==> src/rtl/car_motion_ctrl.sv <==
// Elevator car motion controller: dwells with the door open, samples a one-hot
// target from the request latch, and steps the car one floor per travel period.
module car_motion_ctrl #(
  parameter int NUM_FLOORS    = 6,
  parameter int TRAVEL_CYCLES = 8,
  parameter int DWELL_CYCLES  = 4
) (
  input  logic                  clk,
  input  logic                  reset,
  input  logic [NUM_FLOORS-1:0] whichFloor,
  output logic                  closeDoor,
  output logic [NUM_FLOORS-1:0] currentFloor,
  output logic                  doorOpen,
  output logic                  movingUp,
  output logic                  movingDown,
  output logic                  arrived
);

  localparam int IW = (NUM_FLOORS > 1) ? $clog2(NUM_FLOORS) : 1;
  localparam int DW = (DWELL_CYCLES > 1) ? $clog2(DWELL_CYCLES) : 1;
  localparam int TW = (TRAVEL_CYCLES > 1) ? $clog2(TRAVEL_CYCLES) : 1;
  localparam logic [DW-1:0] DWELL_LAST = DW'(DWELL_CYCLES - 1);
  localparam logic [TW-1:0] TRAVEL_LAST = TW'(TRAVEL_CYCLES - 1);

  typedef enum logic [2:0] {
    DOOR_OPEN,
    LATCH,
    SAMPLE,
    MOVE_UP,
    MOVE_DOWN
  } state_t;

  state_t                  state, state_d;
  logic [DW-1:0]           dwell, dwell_d;
  logic [TW-1:0]           travel, travel_d;
  logic [NUM_FLOORS-1:0]   cur, cur_d;
  logic [NUM_FLOORS-1:0]   tgt, tgt_d;
  logic                    arr, arr_d;
  logic [IW-1:0]           req_idx, cur_idx;
  logic                    req_valid;

  always_comb begin
    req_idx = '0;
    cur_idx = '0;
    for (int i = 0; i < NUM_FLOORS; i++) begin
      if (whichFloor[i]) req_idx = req_idx | IW'(i);
      if (cur[i])        cur_idx = cur_idx | IW'(i);
    end
  end

  assign req_valid = ($countones(whichFloor) == 1);

  always_comb begin
    state_d  = state;
    dwell_d  = dwell;
    travel_d = travel;
    cur_d    = cur;
    tgt_d    = tgt;
    arr_d    = 1'b0;
    unique case (state)
      DOOR_OPEN: begin
        if (dwell == DWELL_LAST) begin
          dwell_d = '0;
          state_d = LATCH;
        end else begin
          dwell_d = dwell + DW'(1);
        end
      end
      LATCH: state_d = SAMPLE;
      SAMPLE: begin
        if (req_valid && (req_idx > cur_idx)) begin
          tgt_d   = whichFloor;
          state_d = MOVE_UP;
        end else if (req_valid && (req_idx < cur_idx)) begin
          tgt_d   = whichFloor;
          state_d = MOVE_DOWN;
        end
      end
      MOVE_UP: begin
        if (travel == TRAVEL_LAST) begin
          travel_d = '0;
          // Bound hit: stop and open without moving or signalling arrival
          if (cur[NUM_FLOORS-1]) begin
            state_d = DOOR_OPEN;
          end else begin
            cur_d = cur << 1;
            if ((cur << 1) == tgt) begin
              state_d = DOOR_OPEN;
              arr_d   = 1'b1;
            end
          end
        end else begin
          travel_d = travel + TW'(1);
        end
      end
      MOVE_DOWN: begin
        if (travel == TRAVEL_LAST) begin
          travel_d = '0;
          if (cur[0]) begin
            state_d = DOOR_OPEN;
          end else begin
            cur_d = cur >> 1;
            if ((cur >> 1) == tgt) begin
              state_d = DOOR_OPEN;
              arr_d   = 1'b1;
            end
          end
        end else begin
          travel_d = travel + TW'(1);
        end
      end
      default: state_d = DOOR_OPEN;
    endcase
  end

  always_ff @(posedge clk or posedge reset) begin
    if (reset) begin
      state  <= DOOR_OPEN;
      dwell  <= '0;
      travel <= '0;
      cur    <= NUM_FLOORS'(1);
      tgt    <= NUM_FLOORS'(1);
      arr    <= 1'b0;
    end else begin
      state  <= state_d;
      dwell  <= dwell_d;
      travel <= travel_d;
      cur    <= cur_d;
      tgt    <= tgt_d;
      arr    <= arr_d;
    end
  end

  assign currentFloor = cur;
  assign arrived      = arr;
  assign doorOpen     = (state == DOOR_OPEN);
  assign closeDoor    = (state == LATCH) || (state == SAMPLE);
  assign movingUp     = (state == MOVE_UP);
  assign movingDown   = (state == MOVE_DOWN);

endmodule
==> config.mk <==
export PLATFORM = sky130hd
export DESIGN_NAME = car_motion_ctrl
export DESIGN_NICKNAME = d
export VERILOG_FILES = /design/src/rtl/car_motion_ctrl.sv
export SDC_FILE = /design/constraint.sdc
export NUM_CORES = 1
export LEC_CHECK = 0
export ABC_CLOCK_PERIOD_IN_PS = 6500
export CAP_MARGIN = 20
export CORE_MARGIN = 2
export CORE_UTILIZATION = 40
export CTS_CLUSTER_DIAMETER = 40
export DETAILED_ROUTE_END_ITERATION = 8
export GPL_ROUTABILITY_DRIVEN = 0
export PLACE_DENSITY = 0.66
export REMOVE_ABC_BUFFERS = 1
export SLEW_MARGIN = 20
export SYNTH_ARGS = -nofsm -noshare
export SYNTH_HDL_FRONTEND = slang
export SYNTH_SLANG_ARGS = --single-unit
export TNS_END_PERCENT = 10
==> constraint.sdc <==
create_clock -name clk -period 6.5 [get_ports clk]
set_input_delay 1.625 -clock clk [delete_from_list [all_inputs] [get_ports clk]]
set_output_delay 1.625 -clock clk [all_outputs]
set_load 0.02 [all_outputs]
==> Changelog: implementation, run 1 <==
## Flow update

* Worst-path cell chain: clkdlybuf4s50_1 -> inv_1 -> fa_1 -> fa_1 -> inv_1 -> ha_1 -> fa_1 -> or3b_1 -> a21oi_1 -> nand3_1 -> mux2_1
* Sequential area share after synthesis at 37.5%
* Sequential cell area at 528 um^2
* Grt met2 use at 24.1%
* Setup Fix Bufs, Post-CTS at 0
* CTS tree: done
* GRT busiest layer: met2
* Crit path DRT at 6.69 ns
* # diodes at 0
* Detailed placement HPWL at 2130 um
* Remaining Overflow, GRT at 0
* Maximum number of pins on one net before global-route repair at 22
* Detailed-route DRC error count at 0
* Comb area at 763 um^2
* Avg Cell Area, Syn at 9.63 um^2
* CP arrival at 5.09 ns
* Die Y at 63.3 um
* Post-CTS Resized at 0
* CTS Sinks at 21
* Fp util at 41.8%
* DRT Pass-1 Iters at 4
* Clock Path Buffers at 2
* # IOs at 19
* First-pass GRT wire length at 4660 um
* Yosys cell count at 146
* Die Area at 0.00401 mm^2
* Worst-path clk slew at 0.11 ns
* P per Cell Area at 357 mW/mm^2
* Initial drt markers at 36
* Slew margin rel. at 48.7%
* Leakage at 0.693 nW
* Status: finished, final reports clean
* Max-cap violation count at 0
* Buffers on Ports at 18
* Cell with the most instances after synthesis: dfrtp_1
* Post-Syn Area at 0.00141 mm^2
* Fin crit share at 75.4%
* Crit Path Class: input pin to flip-flop
* Met1 usage at 19.4%
* Number of vias per cell at 5.19
* Net count, final at 178
## run 1: worst max-delay path: cells and delay by family
| family | cells | cell delay (ns) |
|---|---|---|
| AOI/OAI and AO/OA | 1 | 0.18 |
| adders and majority gates | 4 | 1.56 |
| buffers and inverters | 3 | 0.59 |
| muxes | 1 | 0.40 |
| and+or+nand+nor | 2 | 0.71 |
## run 1: per-layer routing
layer,up-vias,wire (um)
met5,-,0
met4,0,14
met3,2,103
met2,19,1310
met1,514,1200
li1,528,-
## run 1: power by group
part	switching (mW)	internal [mW]	leakage, nW
registers	0.0495	0.177	0.265
logic	0.143	0.140	0.413
clock network	0.0374	0.0239	0.0150
total	0.230	0.341	0.693
## run 1: path summary, 6_finish.rpt
path	start	cells past startpoint	slack (ns)	end
hold reg to reg	tgt[0]$_DFFE_PP1P_	2	0.52	tgt[0]$_DFFE_PP1P_
hold / removal	tgt[0]$_DFFE_PP1P_	2	0.52	tgt[0]$_DFFE_PP1P_
setup / recovery	whichFloor[1]	11	1.60	tgt[2]$_DFFE_PP0P_
min in group asynchronous	reset	2	1.77	currentFloor[5]$_DFFE_PP0P_
max in group asynchronous	reset	2	4.26	currentFloor[4]$_DFFE_PP0P_
setup reg to reg	currentFloor[5]$_DFFE_PP0P_	6	4.14	tgt[2]$_DFFE_PP0P_
## run 1: state kept, by name, indices dropped and copies added (netlist names)
name and count:
currentFloor 6, tgt 6, state 3, travel 3, dwell 2, arrived 1
## run 1: layout by cell type (no fill, tap or decap), types with 4 or more instances in the layout
master,n
dfrtp_1,19
nand2_1,18
clkdlybuf4s50_1,18
nor2_1,11
inv_1,11
o21ai_1,10
xnor2_1,7
ha_1,7
mux2_2,5
a22oi_1,4
xor2_1,4
a21oi_1,4
## run 1: final cells by class
| cell class | count | area share (%) |
|---|---|---|
| clock buffers | 4 | 1.64 |
| flip-flops and latches | 21 | 33.0 |
| multi-input cells | 104 | 47.7 |
| well taps | 46 | 3.60 |
| inverters | 12 | 2.81 |
| repair buffers | 18 | 11.3 |
## run 1: kinds of logic (layout without fill, tap and decap cells)
family,Yosys count,after routing,synth area share [%]
adder cells (fa/ha/maj),10,10,10.5
flip-flops,21,21,37.5
AND-OR/OR-AND,29,29,13.4
AND/OR/NAND/NOR,46,46,17.2
multiplexers,8,8,6.32
XOR/XNOR,11,11,6.85
buffers and inverters,21,34,8.19
## run 1: stage by stage
| step | power, mW | std cells | hold slack, ns | area (um^2) | setup WS, ns |
|---|---|---|---|---|---|
| global placement | 0.497 | 201 | 0.493 | 1570 | 1.38 |
| global route | 0.625 | 205 | 0.533 | 1600 | 1.40 |
| floorplan | 0.434 | 137 | 0.478 | 1340 | 1.95 |
| CTS | 0.578 | 205 | 0.521 | 1600 | 1.58 |
| finish | 0.571 | 205 | 0.519 | 1600 | 1.60 |
| detailed placement | 0.517 | 201 | 0.505 | 1570 | 1.26 |
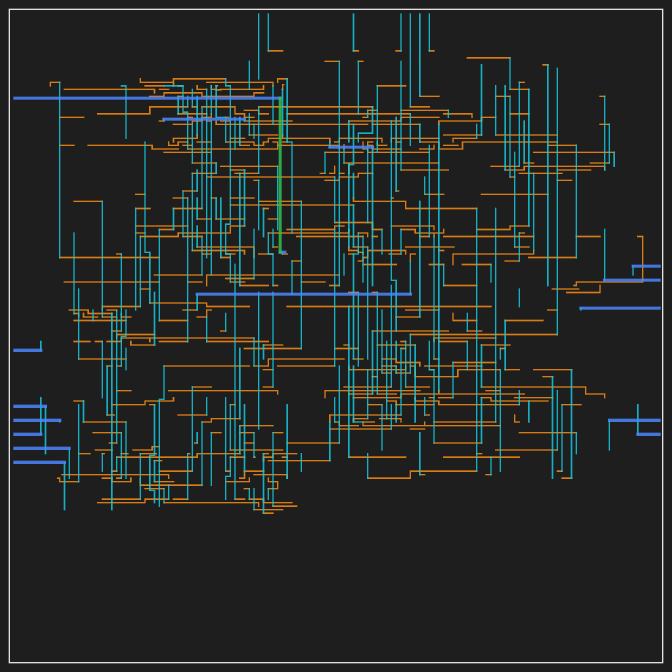
run_1/wires.png
Key: metal 3 = blue [wire length 104 um]; metal 1 = orange [wire length 1200 um]; metal 2 = cyan [wire length 1310 um]; metal 4 = green [wire length 15.0 um]
Total GRT Usage: 14.4%
DR WL/cell: 12.8 um
routed via count: 1063
drt total wl: 2630 um

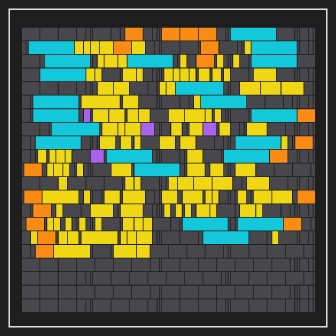
run_1/placement_by_type.png
Fill, decap, tap and diode cells in grey.
Key: flops = cyan [cells 21, share of their area 34%]; other buffers and delay cells = orange [cells 18, share of their area 12%]; combinational and other logic = yellow [cells 116, share of their area 52%]; clock drivers and dummy loads = purple [cells 4, share of their area 1.7%]
Non-Filler Cell Area, Final: 0.00160 mm^2
Final Core Density: 47.6%
CORE AREA: 0.00336 mm^2
sequential share of cell area: 33.0%
num rows: 21

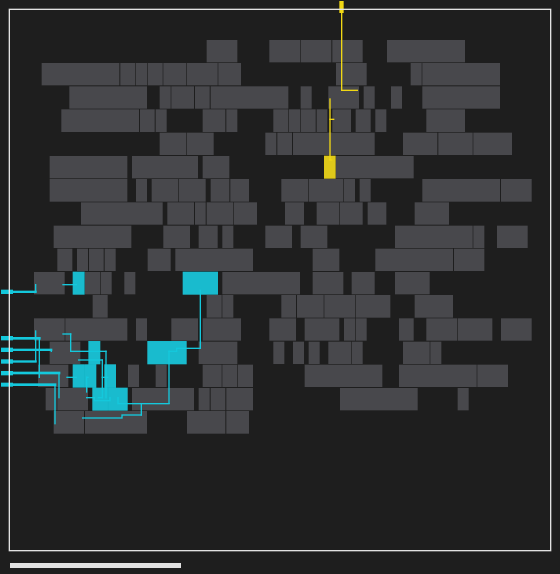
run_1/io_fan.png
Scale bar: 20 um.
Key: movingUp = yellow [bits 1, direction output, edge north, end cells 1, buffers 1, wire 18.7 um]; whichFloor = cyan [bits 6, direction input, edge west, end cells 9, buffers 6, wire 100 um]

## Run 2: what changed since run 1
--- a/config.mk
+++ b/config.mk
@@ -5,7 +5,7 @@
 export SDC_FILE = /design/constraint.sdc
 export NUM_CORES = 1
 export LEC_CHECK = 0
-export ABC_CLOCK_PERIOD_IN_PS = 6500
+export ABC_CLOCK_PERIOD_IN_PS = 5030
 export CAP_MARGIN = 20
 export CORE_MARGIN = 2
 export CORE_UTILIZATION = 40
==> constraint.sdc (replaced) <==
create_clock -name clk -period 5.03 [get_ports clk]
set_input_delay 1.2575 -clock clk [delete_from_list [all_inputs] [get_ports clk]]
set_output_delay 1.2575 -clock clk [all_outputs]
set_load 0.02 [all_outputs]
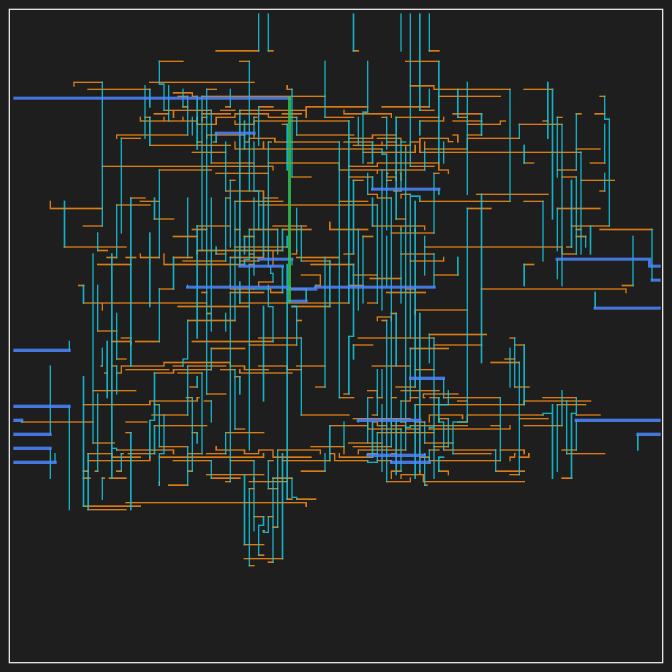
run_2/wires.png
Key: metal 3 = blue [wire length 138 um]; metal 4 = green [wire length 19.7 um]; metal 1 = orange [wire length 1140 um]; metal 2 = cyan [wire length 1400 um]
DR WL/cell: 13.1 um
drt total wl: 2700 um
Total GRT Usage: 14.8%
routed via count: 1086

==> run 2 against run 1 <==
Sequential cell count unchanged. Combinational power increased by about 30%. Final cell count is 0.49% higher. Sequential share of layout area is 0.15 points lower. Wire length rose by 2.5%.
==> Changelog: implementation, run 2 <==
## Flow update

* Fin crit share at 89.0%
* CTS Sinks at 21 (unchanged)
* DRT Pass-1 Iters at 5 (+1)
* PnR Total Power at 0.740 mW (+30%)
* Number of vias per cell at 5.27 (+1.7%)
* # IOs at 19 (unchanged)
* CTS tree: done
* Fp util at 41.8% (unchanged)
* Worst-path clk slew at 0.11 ns (about the same)
* Most instantiated logic cells after routing: dfrtp_1 (19), nand2_1 (18), clkdlybuf4s50_1 (18), nor2_1 (11), inv_1 (11)
* Min-delay src: tgt[0]$_DFFE_PP1P_
* Most numerous logic cell after layout: dfrtp_1
* CP arrival at 4.67 ns (-0.42 ns)
* Die Y at 63.3 um (unchanged)
* Max-cap violation count at 0 (unchanged)
* Non-Filler Instances at 206 (+0.49%)
* Post-CTS Resized at 0 (unchanged)
* Worst R2R Path Depth at 7 (+1)
* Sequential area share after synthesis at 37.5% (unchanged)
* Worst-path cell chain: clkdlybuf4s50_1 -> inv_1 -> fa_1 -> fa_1 -> inv_1 -> ha_1 -> fa_1 -> or3b_1 -> a21oi_1 -> o221ai_1 -> a21oi_2 -> mux2_1
* Worst R2R End: state[2]$_DFFE_PP0P_
* Leakage at 0.697 nW (+0.61%)
* Avg Cell Area, Syn at 9.63 um^2 (unchanged)
* P per Cell Area at 460 mW/mm^2 (+29%)
* Crit path DRT at 5.22 ns (-1.47 ns)
* Die Area at 0.00401 mm^2 (unchanged)
* Detailed placement HPWL at 2130 um (-0.24%)
* Status: finished, final reports clean
* Placed cell count at 202 (+0.50%)
* R2R Setup Slk at 2.72 ns (-1.42 ns)
* Detailed-route DRC error count at 0 (unchanged)
* First-pass GRT wire length at 4800 um (+3.1%)
* Delay-heaviest family, CP: adder cells
* Remaining Overflow, GRT at 0 (unchanged)
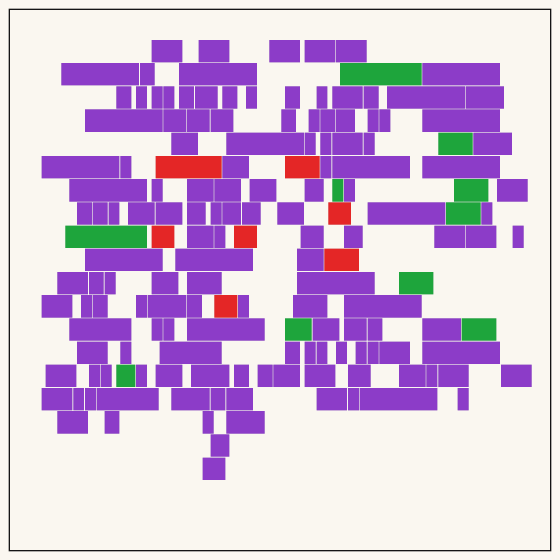
run_2/sizes.png
Key: _0 and _1 cells = purple [cells 143, share 89%]; _2 cells = green [cells 10, share 6.3%]; _3 and _4 cells = red [cells 7, share 4.4%]
setup ws final: 0.552 ns
Non-Filler Cell Area, Final: 0.00161 mm^2

==> run 2: how the worst max path moves through the flow <==
| stage | from | to | slack [ns] | cells past startpoint |
|---|---|---|---|---|
| 2_1_floorplan | whichFloor[0] | tgt[2]$_DFFE_PP0P_ | 0.85 | 10 |
| 3_3_place_gp | whichFloor[3] | state[2]$_DFFE_PP0P_ | 0.33 | 12 |
| 3_5_place_dp | whichFloor[1] | state[2]$_DFFE_PP0P_ | 0.22 | 12 |
| 4_1_cts | whichFloor[1] | state[2]$_DFFE_PP0P_ | 0.54 | 12 |
| 5_1_grt | whichFloor[1] | state[2]$_DFFE_PP0P_ | 0.34 | 12 |
| 6_report | whichFloor[1] | state[2]$_DFFE_PP0P_ | 0.55 | 12 |
==> run 2: metal layers <==
metal  vias up  part of all wire, %  global-route usage (%)  routed length (um)
li1        530                    -                       -                   -
met1       523                   42                    17.9                1140
met2        31                   52                    27.5                1400
met3         2                  5.1                    3.57                 138
met4         0                 0.71                    1.63                  19
met5         -                    0                       0                   0
==> run 2: area by class of cell <==
cell class                 count  area (um^2)  area share, %
multi-input combinational    104          763           47.5
inverter                      12         45.0           2.80
timing repair buffer          19          188           11.7
clock buffer                   4         26.3           1.63
sequential                    21          528           32.8
tap                           46         57.6           3.58
==> run 2: cells by family (layout without fill, tap and decap cells) <==
logic type,after synthesis,in the layout,synth area share (%)
xor+xnor,11,11,6.85
fa+ha+maj,10,10,10.5
buf+inv,21,35,8.19
simple gates,46,46,17.2
mux,8,8,6.32
flops,21,21,37.5
compound gates,29,29,13.4
==> run 2: metrics by stage <==
stage                     utilization [%]  instance area, um^2  setup WS (ns)  hold slack [ns]
after CTS                            47.8                 1610          0.544            0.513
after floorplan                         -                 1340          0.847            0.478
final                                47.8                 1610          0.552            0.508
after global routing                 47.8                 1610          0.344            0.524
after detailed placement             47.0                 1580          0.222            0.497
after global placement               47.0                 1580          0.329            0.494
==> run 2: power breakdown <==
group	internal, mW	total [mW]	switching (mW)
clock network	0.0309	0.0807	0.0498
registers	0.229	0.292	0.0628
logic	0.183	0.367	0.184
==> run 2: worst min-delay path: stages (launching register included) <==
cell and delay (ns):
dfstp_2 0.41, nand2_1 0.05, o21ai_1 0.05
No activity file was given, so power comes from the tool's default toggle rates.
